**config.mk**
```make
export PLATFORM = sky130hd
export DESIGN_NAME = pid_output_processor_flat
export DESIGN_NICKNAME = d
export VERILOG_FILES = /design/src/rtl/pid_out_pkg.sv /design/src/rtl/pid_output_processor_if.sv /design/src/rtl/pwm_channel.sv /design/src/rtl/pid_output_processor.sv /design/src/flat_wrapper.sv
export SDC_FILE = /design/constraint.sdc
export NUM_CORES = 1
export LEC_CHECK = 0
export ABC_AREA = 1
export CAP_MARGIN = 10
export CORE_UTILIZATION = 52
export DETAILED_ROUTE_END_ITERATION = 10
export PLACE_DENSITY = 0.7
export RECOVER_POWER = 50
export REMOVE_ABC_BUFFERS = 1
export SLEW_MARGIN = 20
export SYNTH_ARGS = -nofsm -noshare
export SYNTH_HDL_FRONTEND = slang
export SYNTH_SLANG_ARGS = --single-unit
```
**constraint.sdc**
```tcl
create_clock -name clk -period 3.28 [get_ports clk]
set_clock_uncertainty 0.1 [all_clocks]
set_input_delay 0.328 -clock clk [delete_from_list [all_inputs] [get_ports clk]]
set_output_delay 0.328 -clock clk [all_outputs]
set_load 0.01 [all_outputs]
```
**src/rtl/pid_out_pkg.sv**
```systemverilog
// Shared widths, channel FSM states and the command saturation helper for the
// PID output processor.
package pid_out_pkg;

    localparam int DATA_WIDTH = 16;
    localparam int CHN_WIDTH  = 3;
    localparam int PWM_WIDTH  = 10;

    typedef enum logic {
        RUN  = 1'b0,
        DEAD = 1'b1
    } chn_state_e;

    // |d| clamped to lim; the 17-bit magnitude lets -32768 saturate cleanly.
    function automatic logic [PWM_WIDTH-1:0] sat_abs(input logic [DATA_WIDTH-1:0] d,
                                                     input logic [PWM_WIDTH-1:0]  lim);
        logic [DATA_WIDTH:0] mag;
        mag = d[DATA_WIDTH-1] ? ({1'b0, ~d} + (DATA_WIDTH+1)'(1)) : {1'b0, d};
        if (mag > {{(DATA_WIDTH+1-PWM_WIDTH){1'b0}}, lim})
            return lim;
        return mag[PWM_WIDTH-1:0];
    endfunction

endpackage

```
**src/rtl/pid_output_processor_if.sv**
```systemverilog
// Command stream from the time-multiplexed PID core: strobe, channel, signed word.
interface pid_output_processor_if;
    import pid_out_pkg::*;

    logic                  pid_valid_i;
    logic [CHN_WIDTH-1:0]  pid_chn_i;
    logic [DATA_WIDTH-1:0] pid_data_i;

    modport master (output pid_valid_i, pid_chn_i, pid_data_i);
    modport slave  (input  pid_valid_i, pid_chn_i, pid_data_i);

endinterface

```
**src/rtl/pwm_channel.sv**
```systemverilog
// One motor channel: shadow command, period-aligned active duty/dir with
// reversal dead time, command watchdog and registered PWM compare.
module pwm_channel
    import pid_out_pkg::*;
#(
    parameter int PWM_MAX         = 1023,
    parameter int DEAD_PERIODS    = 2,
    parameter int TIMEOUT_PERIODS = 100
) (
    input  logic                  clk,
    input  logic                  rst,
    input  logic                  cmd_valid,
    input  logic [DATA_WIDTH-1:0] cmd_data,
    input  logic                  boundary,
    input  logic [PWM_WIDTH-1:0]  cnt,
    output logic                  pwm,
    output logic                  dir,
    output logic                  timeout
);
    localparam int DC_W = $clog2(DEAD_PERIODS + 1);
    localparam int WD_W = $clog2(TIMEOUT_PERIODS + 1);

    logic                 sh_sign;
    logic [PWM_WIDTH-1:0] sh_mag;
    logic [WD_W-1:0]      wd_cnt;

    chn_state_e           state, state_d;
    logic [PWM_WIDTH-1:0] duty, duty_d;
    logic                 dir_d;
    logic [DC_W-1:0]      dead_cnt, dead_d;

    // A command in the same cycle as expiry wins and keeps the flag low.
    always_ff @(posedge clk) begin
        if (rst) begin
            sh_sign <= 1'b0;
            sh_mag  <= '0;
            wd_cnt  <= '0;
            timeout <= 1'b0;
        end else if (cmd_valid) begin
            sh_sign <= cmd_data[DATA_WIDTH-1];
            sh_mag  <= sat_abs(cmd_data, PWM_WIDTH'(PWM_MAX));
            wd_cnt  <= '0;
            timeout <= 1'b0;
        end else if (boundary && wd_cnt != WD_W'(TIMEOUT_PERIODS)) begin
            if (wd_cnt == WD_W'(TIMEOUT_PERIODS - 1)) begin
                sh_mag  <= '0;
                timeout <= 1'b1;
            end
            wd_cnt <= wd_cnt + WD_W'(1);
        end
    end

    always_comb begin
        state_d = state;
        duty_d  = duty;
        dir_d   = dir;
        dead_d  = dead_cnt;
        if (boundary) begin
            unique case (state)
                RUN: begin
                    if (sh_mag == '0) begin
                        duty_d = '0;
                    end else if (sh_sign == dir) begin
                        duty_d = sh_mag;
                    end else begin
                        duty_d  = '0;
                        dead_d  = '0;
                        state_d = DEAD;
                    end
                end
                DEAD: begin
                    // Reload from the latest shadow, so a flip-back during DEAD is harmless.
                    if (dead_cnt == DC_W'(DEAD_PERIODS - 1)) begin
                        dir_d   = sh_sign;
                        duty_d  = sh_mag;
                        state_d = RUN;
                    end else begin
                        dead_d = dead_cnt + DC_W'(1);
                    end
                end
                default: state_d = RUN;
            endcase
        end
    end

    always_ff @(posedge clk) begin
        if (rst) begin
            state    <= RUN;
            duty     <= '0;
            dir      <= 1'b0;
            dead_cnt <= '0;
            pwm      <= 1'b0;
        end else begin
            state    <= state_d;
            duty     <= duty_d;
            dir      <= dir_d;
            dead_cnt <= dead_d;
            pwm      <= (cnt < duty);
        end
    end

endmodule

```
**src/rtl/pid_output_processor.sv**
```systemverilog
// Converts the PID command stream into per-motor PWM/DIR pairs sharing one
// free-running period counter.
module pid_output_processor
    import pid_out_pkg::*;
#(
    parameter int NUM_CHN         = 4,
    parameter int PWM_MAX         = 1023,
    parameter int DEAD_PERIODS    = 2,
    parameter int TIMEOUT_PERIODS = 100
) (
    input  logic                        clk,
    input  logic                        rst,
    pid_output_processor_if.slave       cmd,
    output logic [NUM_CHN-1:0]          pwm_o,
    output logic [NUM_CHN-1:0]          dir_o,
    output logic [NUM_CHN-1:0]          timeout_o,
    output logic                        period_start_o
);
    logic [PWM_WIDTH-1:0] cnt;
    logic                 boundary;

    assign boundary = (cnt == PWM_WIDTH'(PWM_MAX));

    // period_start_o is registered so it is high exactly while cnt == 0.
    always_ff @(posedge clk) begin
        if (rst) begin
            cnt            <= '0;
            period_start_o <= 1'b0;
        end else begin
            cnt            <= boundary ? '0 : cnt + PWM_WIDTH'(1);
            period_start_o <= boundary;
        end
    end

    for (genvar n = 0; n < NUM_CHN; n++) begin : g_chn
        logic sel;
        assign sel = cmd.pid_valid_i && (cmd.pid_chn_i == CHN_WIDTH'(n));

        pwm_channel #(
            .PWM_MAX        (PWM_MAX),
            .DEAD_PERIODS   (DEAD_PERIODS),
            .TIMEOUT_PERIODS(TIMEOUT_PERIODS)
        ) u_chn (
            .clk      (clk),
            .rst      (rst),
            .cmd_valid(sel),
            .cmd_data (cmd.pid_data_i),
            .boundary (boundary),
            .cnt      (cnt),
            .pwm      (pwm_o[n]),
            .dir      (dir_o[n]),
            .timeout  (timeout_o[n])
        );
    end

endmodule

```
**src/flat_wrapper.sv**
```systemverilog
// flat-port wrapper written by rule: the top's interface ports become plain ports
module pid_output_processor_flat import pid_out_pkg::*;
#(
    parameter int NUM_CHN         = 4,
    parameter int PWM_MAX         = 1023,
    parameter int DEAD_PERIODS    = 2,
    parameter int TIMEOUT_PERIODS = 100
)
  (clk, rst, pwm_o, dir_o, timeout_o, period_start_o, cmd_pid_valid_i, cmd_pid_chn_i, cmd_pid_data_i);
  pid_output_processor_if cmd_i ();
  input  logic clk;
  input  logic rst;
  output logic [NUM_CHN-1:0] pwm_o;
  output logic [NUM_CHN-1:0] dir_o;
  output logic [NUM_CHN-1:0] timeout_o;
  output logic period_start_o;
  input wire logic [$bits(cmd_i.pid_valid_i)-1:0] cmd_pid_valid_i;
  input wire logic [$bits(cmd_i.pid_chn_i)-1:0] cmd_pid_chn_i;
  input wire logic [$bits(cmd_i.pid_data_i)-1:0] cmd_pid_data_i;
  assign cmd_i.pid_valid_i = cmd_pid_valid_i;
  assign cmd_i.pid_chn_i = cmd_pid_chn_i;
  assign cmd_i.pid_data_i = cmd_pid_data_i;
  pid_output_processor #(.NUM_CHN(NUM_CHN), .PWM_MAX(PWM_MAX), .DEAD_PERIODS(DEAD_PERIODS), .TIMEOUT_PERIODS(TIMEOUT_PERIODS)) u_core (.clk(clk), .rst(rst), .cmd(cmd_i), .pwm_o(pwm_o), .dir_o(dir_o), .timeout_o(timeout_o), .period_start_o(period_start_o));
endmodule
```
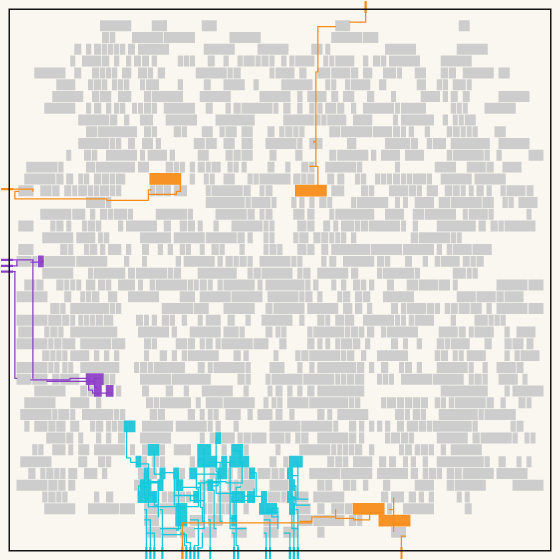
**Above:** I/O nets highlighted.
Purple marks cmd_pid_chn_i, direction input, edge left, end cells 6, buffers 3, wire 102 um. Cyan marks cmd_pid_data_i, direction input, edge bottom, end cells 42, buffers 16, wire 481 um. Orange marks dir_o, direction output, edge 2 bottom, 1 top, 1 left, end cells 4, buffers 4, wire 181 um.

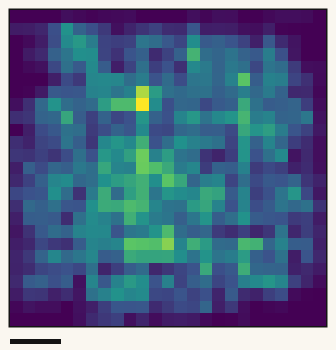
**Above:** signal metal coverage by tile.
Scale bar: 20 um. The die is cut into 25 by 25 equal tiles; dark purple is low, yellow is high, scaled to the fullest tile. Values are wire area over tile area, all layers added.
12% of the tiles are over half the peak. The mean over all tiles is 0.19. The fullest tile reaches 0.68. 8.5% of the tiles are nearly empty. The densest ninth of the die: centre.

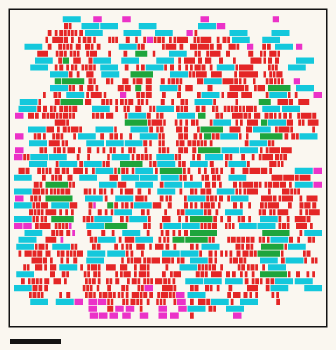
**Above:** cell classes on the final placement.
Scale bar: 20 um.
Magenta marks remaining buffers and delay cells, cells 44. Green marks clock drivers and dummy loads, cells 32. Cyan marks sequential cells, cells 147. Red marks remaining logic cells, cells 910.

cells by family after synthesis:
kind of cell / count (synthesis) / synth area share, %
AND-OR/OR-AND: 226 / 15.7
flip-flops: 147 / 37.6
adder cells (fa/ha/maj): 50 / 7.99
AND/OR/NAND/NOR: 447 / 25.6
XOR/XNOR: 24 / 2.69
buffers and inverters: 202 / 10.4
routing by layer:
metal	up-vias	global-route usage, %	wire (um)
met2	152	42.3	8830
met1	3136	32.7	8860
li1	3597	-	-
met3	26	3.35	799
met4	0	8.58	322
met5	-	0	0
critical path: stages, from the launching register on:
cell and delay [ns]:
dfxtp_1 0.50, ha_1 0.26, nand3_1 0.16, inv_1 0.16, nand4_4 0.32, nor2_1 0.63, inv_2 0.21, nand2_1 0.13
a21oi_1 0.07
==> impl_metrics.csv <==
group,metric,value,unit
setup_path,endpoint_kind,"flip-flop",
power,pwr_density_cell,475,nW/um^2
clock_tree,cts_tree,"done",
clock_tree,h-tree-depth,4,
cells_and_area,logic_gates,747,
final_timing,setup_viol,0,
cells_and_area,fin_util,60.7,%
power,powerComb,0.261,mW
global_routing,grt_overflow,0,
cells_and_area,largestClassByArea,"combinational gates",
route,wl_per_cell,14.3,um
route,num_vias,6911,
floorplan,design.core.area,14600,um^2
setup_path,worstSetupEndpoint,"u_core.g_chn[2].u_chn.duty[7]$_SDFFE_PP0P_",
power,power_switching,0.956,mW
cells_and_area,area.combinational,4030,um^2
global_routing,grt_use_total,25.0,%
global_routing,antenna_found_initial,0,
cells_and_area,final_common_cell,"nand2_1",
logic_synthesis,ff_type,"dfxtp_1",
cells_and_area,syn_to_final_growth,13.2,%
cells_and_area,drive_gt1_share,5.91,%
floorplan,die_y,125,um
floorplan,fp_util,53.6,%
clock_tree,cts.clk_slew.worst_paths,0.06,ns
placement,numPortBuffers,34,
cells_and_area,clockBufferCount,21,
placement,placed_area,8260,um^2
floorplan,rows,44,
logic_synthesis,ys_ff,147,
setup_path,rr_worst_depth,8,
clock_tree,insertion_delay,0.42,ns
worst_hold_path,min_path_type,"reg -> reg",
placement,gp_congestion,0.843,
final_timing,fmaxAchievable,370,MHz
global_routing,grt_max_degree,54,
final_timing,worst_pin_slew,0.991,ns
worst_hold_path,holdCritStartpoint,"u_core.g_chn[2].u_chn.dead_cnt[1]$_SDFFE_PP0P_",
logic_synthesis,synthTopCellsByCount,"nand2_1 (267), a21oi_1 (172), inv_1 (157)",
logic_synthesis,edf_count,0,
final_timing,fin_tns_setup,0,ns
logic_synthesis,yosys-top-cells-area,"dfxtp_1 (38%), nand2_1 (13%), a21oi_1 (11%)",
cells_and_area,reg_top3,"u_core.g_chn.u_chn.duty x40, u_core.g_chn.u_chn.sh_mag x40, u_core.g_chn.u_chn.wd_cnt x28",
setup_path,crit_path_start,"u_core.cnt[1]$_SDFF_PP0_",
power,internal_power,3.25,mW
setup_path,cp-start-kind,"flip-flop",
logic_synthesis,synth-async-reset-ratio,0,%
cells_and_area,sh_comb_area,45.5,%
worst_hold_path,hold_end,"u_core.g_chn[2].u_chn.dead_cnt[1]$_SDFFE_PP0P_",
global_routing,grt_pass1_vias,6429,
cells_and_area,buf_share,4.49,%
power,swShare,22.7,%
final_timing,drv_slew,0,
power,power,4.21,mW
logic_synthesis,yosysTopAreaCell,"dfxtp_1",
clock_tree,cts_resized,0,
floorplan,die_area,15500,um^2
clock_tree,numClockSinks,147,
setup_path,critPathKind,"reg -> reg",
worst_hold_path,min_path_cells,2,
final_timing,min_period,2.70,ns
power,max-vdd-ir-drop,0.368,mV
power,top_power_group,"the clock network",
power,pg_clk,2.11,mW
cells_and_area,clock_cell_area_share,7.29,%
logic_synthesis,ys_cells,1096,
setup_path,critPathMaxFanout,16,
clock_tree,clockBufferDepth,2,
cells_and_area,layout.nets,1192,
power,p_clk_share,50.1,%
logic_synthesis,syn-cell-area,7830,um^2
final_timing,finalCritPeriodShare,82.4,%
global_routing,grt_pass1_wl,31.2,mm
clock_tree,cts_root_buf,"clkbuf_16",
logic_synthesis,synth.distinct_cells,40,
cells_and_area,final_cells,1317,
clock_tree,cts_setup_buffers,0,
final_timing,hold_ws,0.357,ns
cells_and_area,final.fill_count,1351,
route,ant_nets,0,
logic_synthesis,syn_inst,1096,
power,p_leak,3.49,nW
final_timing,slew-limit-headroom,33.9,%
placement,dp.cells,1285,
power,comb_power_share,6.2,%
cells_and_area,layout.area.seq,2940,um^2
power,seq_power_share,43.6,%
logic_synthesis,avgSynthCellArea,7.14,um^2
cells_and_area,buffers,44,
floorplan,fp.dieW,125,um
logic_synthesis,most_common_cell,"nand2_1",
clock_tree,cts_inserted_buffers,17,
placement,place_hpwl,13.5,mm
cells_and_area,finalInstanceArea,8860,um^2
job,warnings,29,
final_timing,rsz0062_at_grt,"no",
logic_synthesis,ys_warn_count,0,
cells_and_area,flops,147,
setup_path,critPathArrivalTime,2.88,ns
floorplan,num_tap_cells,184,
route,drc,0,
run_status,status,"finished, final reports clean",
placement,place_ws,0.676,ns
logic_synthesis,yosysChipArea,7830,um^2
route,drt_iter0_markers,544,
logic_synthesis,synth_top_area_share,37.6,%
final_timing,finalHoldViolCount,0,
job,maxCapViolCount,0,
route,wl,18.8,mm
final_timing,worst_slack,0.576,ns
clock_tree,ctsHoldBuffers,0,
route,vias_per_cell,5.25,
route,firstDrtPassIters,5,
setup_path,cp_data_required_time,3.46,ns
cells_and_area,antennaDiodeCount,0,
floorplan,pin_count,35,
cells_and_area,sh_seq_area,33.2,%
cells_and_area,lay_top_cells,"nand2_1 (267), a21oi_1 (173), inv_1 (157)",
setup_path,r2r_setup_slack,0.58,ns
setup_path,regToRegEndpoint,"u_core.g_chn[2].u_chn.duty[7]$_SDFFE_PP0P_",
power,seq-power,1.84,mW
logic_synthesis,postSynthSeqShare,37.6,%
cells_and_area,inverters,163,
setup_path,r2r_start,"u_core.cnt[1]$_SDFF_PP0_",
Power and IR drop assume default switching activity.
